==> config.mk <==
export PLATFORM = sky130hd
export DESIGN_NAME = pwm_capture
export DESIGN_NICKNAME = d
export VERILOG_FILES = /design/src/rtl/pwm_cap_pkg.sv /design/src/rtl/pwm_capture_sync.sv /design/src/rtl/pwm_capture.sv
export SDC_FILE = /design/constraint.sdc
export NUM_CORES = 1
export LEC_CHECK = 0
export CAP_MARGIN = 20
export CORE_AREA = 4 4 120 88
export CTS_CLUSTER_SIZE = 16
export DETAILED_ROUTE_END_ITERATION = 8
export DIE_AREA = 0 0 124 92
export PLACE_DENSITY_LB_ADDON = 0.1
export SYNTH_ARGS = -nofsm -noshare
export SYNTH_HDL_FRONTEND = slang
export SYNTH_SLANG_ARGS = --single-unit
export TNS_END_PERCENT = 50
==> constraint.sdc <==
create_clock -name clk -period 2.5 [get_ports clk]
set_input_delay 0.75 -clock clk [delete_from_list [all_inputs] [get_ports clk]]
set_output_delay 0.75 -clock clk [all_outputs]
set_load 0.1 [all_outputs]
detail.png
Region (50, 34) to (75, 59) um. Cells in gray, sequential cells in the stronger gray; small squares are vias.
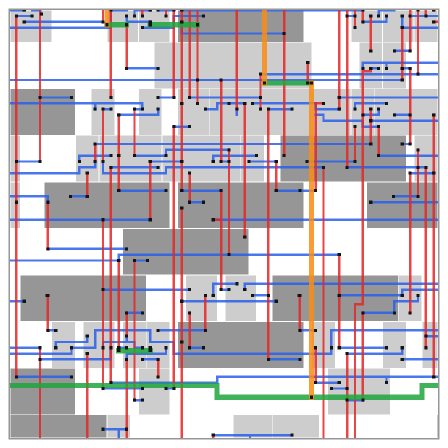
blue -> metal 1
orange -> metal 4
green -> metal 3
red -> metal 2
cells with their middle in the window = 47
sequential cells in the window = 12
most frequent = dfxtp_1 (12), nand2_1 (8), a21oi_1 (7)

cell_density.png
(2 px per um) 12 x 9 tiles, from black (low) to pale yellow (high), 0 to 100% covered.
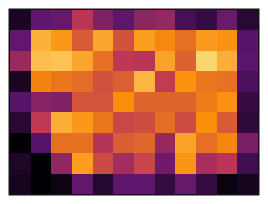
densest ninth of the die = center
fullest tile = 91%
emptiest ninth of the die = lower left
Final Core Density: 0.601
Pre-Place Util: 0.526
Core Region: 9420 um2

==> impl_metrics.tcl <==
# place-and-route summary
set metrics [dict create \
    leakage_nw 2.14 \
    pwr_density_cell_nw_per_um2 576 \
    firstDrtPassIters 4 \
    syn_area_um2 4960 \
    ys_cells 582 \
    critPathMaxFanout 36 \
    cts.path.max_buffers 2 \
    yosys.area.top_type_share 0.440 \
    gr-total-overflow 0 \
    area_delta_synth_final_pct 14.2 \
    outcome "finished, final reports clean" \
    synthCells 582 \
    antenna_left 0 \
    yosys_most_used_dff "dfxtp_1" \
    critPathLaunchType "flip-flop" \
    fmax_mhz 441 \
    hold_depth 1 \
    diodes 0 \
    via_per_inst 5.68 \
    xor_share 0.0265 \
    setup_violations 0 \
    relSlewSlack 0.537 \
    ys_sh_mux 0.0964 \
    topCellsByArea "dfxtp_1 44%, a21oi_1 5.6%, nor2_1 5.4%" \
    final_cell_mix "109 x dfxtp_1, 70 x nor2_1, 59 x nand2_1, 55 x a21oi_1, 51 x nand3_1" \
    cts-buffers-inserted 9 \
    drt_iter0_markers 314 \
    ys_seq_share 0.440 \
    compound_area_frac 0.118 \
    grt_pass1_vias 3866 \
    ys_warn_count 0 \
    cap_violations 0 \
    hp-class "reg2reg" \
    hold_violations 0 \
    tightest_slew_ns 0.688 \
    drc 0 \
    rsz0062_at_grt "false" \
    ios 73 \
    clock-sinks 109 \
    root_buffer "clkbuf_16" \
    cp.required_ns 2.72 \
    slew_viol_final 0 \
    finalCritPeriodShare 0.907 \
    final_cell_count_no_fill 742 \
    fin_setup_tns_ns 0 \
    cts_setup_buffers 0 \
    ys_sh_adder 0.00505 \
    ctsHoldBuffers 0 \
    worstPathArrival_ns 2.49 \
    die_h_um 92 \
    synth.avg_cell_area_um2 8.52 \
    crit_type "reg2reg" \
    vdd_ir_drop_max_uv 366 \
    period_needed_ns 2.27 \
    cts_tree "yes" \
    warnings 55 \
    synth.distinct_cells 50 \
    h-tree-depth 3 \
    crit_path_end_kind "flip-flop" \
    ys_area_um2 4960 \
    antenna_found_initial 0 \
    skew_ns 0.00345 \
    nNetsFinal 652 \
    insertion_delay_ns 0.34 \
    simple_gate_share 0.244 \
    place_hpwl_mm 8.27 \
    die_w_um 124 \
]
-- per-layer routing --
metal,track usage,vias up,share of wire
met5,0,-,0
met4,0.0447,0,0.013
met1,0.304,2007,0.47
li1,-,2064,-
met3,0.0610,18,0.062
met2,0.337,125,0.45
-- area by class of cell --
| class | instances | area (um2) | area share |
|---|---|---|---|
| clock inverters | 4 | 26.3 | 0.00464 |
| multi-input cells | 421 | 2490 | 0.440 |
| clock buffers | 11 | 233 | 0.0411 |
| flip-flops and latches | 109 | 2180 | 0.385 |
| repair buffers | 62 | 541 | 0.0955 |
| inverters | 7 | 26.3 | 0.00464 |
| well taps | 128 | 160 | 0.0283 |
-- synth_stat cells (8+ instances only) --
library cell,number
mux2i_1,23
and2_1,9
mux2_2,10
dfxtp_1,109
nand3_1,51
buf_4,17
nand4_1,12
clkbuf_1,29
xor2_1,11
a21oi_1,55
a22oi_1,11
and3_1,8
nor2_1,71
nand2_1,59
-- kinds of logic after synthesis --
group,after synthesis
and+or+nand+nor,251
DFF,109
AOI/OAI and AO/OA,98
buffers and inverters,67
muxes,39
xor gates and xnor gates,15
adders and majority gates,2
other,1
-- stage by stage --
stage	util	power [mW]	hold WS (ns)	setup slack [ns]	area, um2
detailed placement	0.573	2.02	0.423	0.0345	5400
finish	0.601	3.26	0.441	0.232	5660
global route	0.601	3.38	0.468	0.102	5660
global placement	0.573	2.02	0.423	0.0307	5400
CTS	0.601	3.28	0.448	0.227	5660
floorplan	-	1.98	0.412	0.155	5010
-- worst max-delay path, stage by stage (launching register included) --
cell and delay (ns):
dfxtp_1 0.46, nand4_2 0.16, or4_1 0.65, or3_1 0.47, buf_12 0.20, mux2i_1 0.16
nor2_1 0.05
-- report_power, final --
group	switching [mW]	internal [mW]
clock	0.609	0.669
combinational	0.183	0.0528
sequential	0.00572	1.74
total	0.798	2.46
Power is estimated from default activity; no workload was simulated.
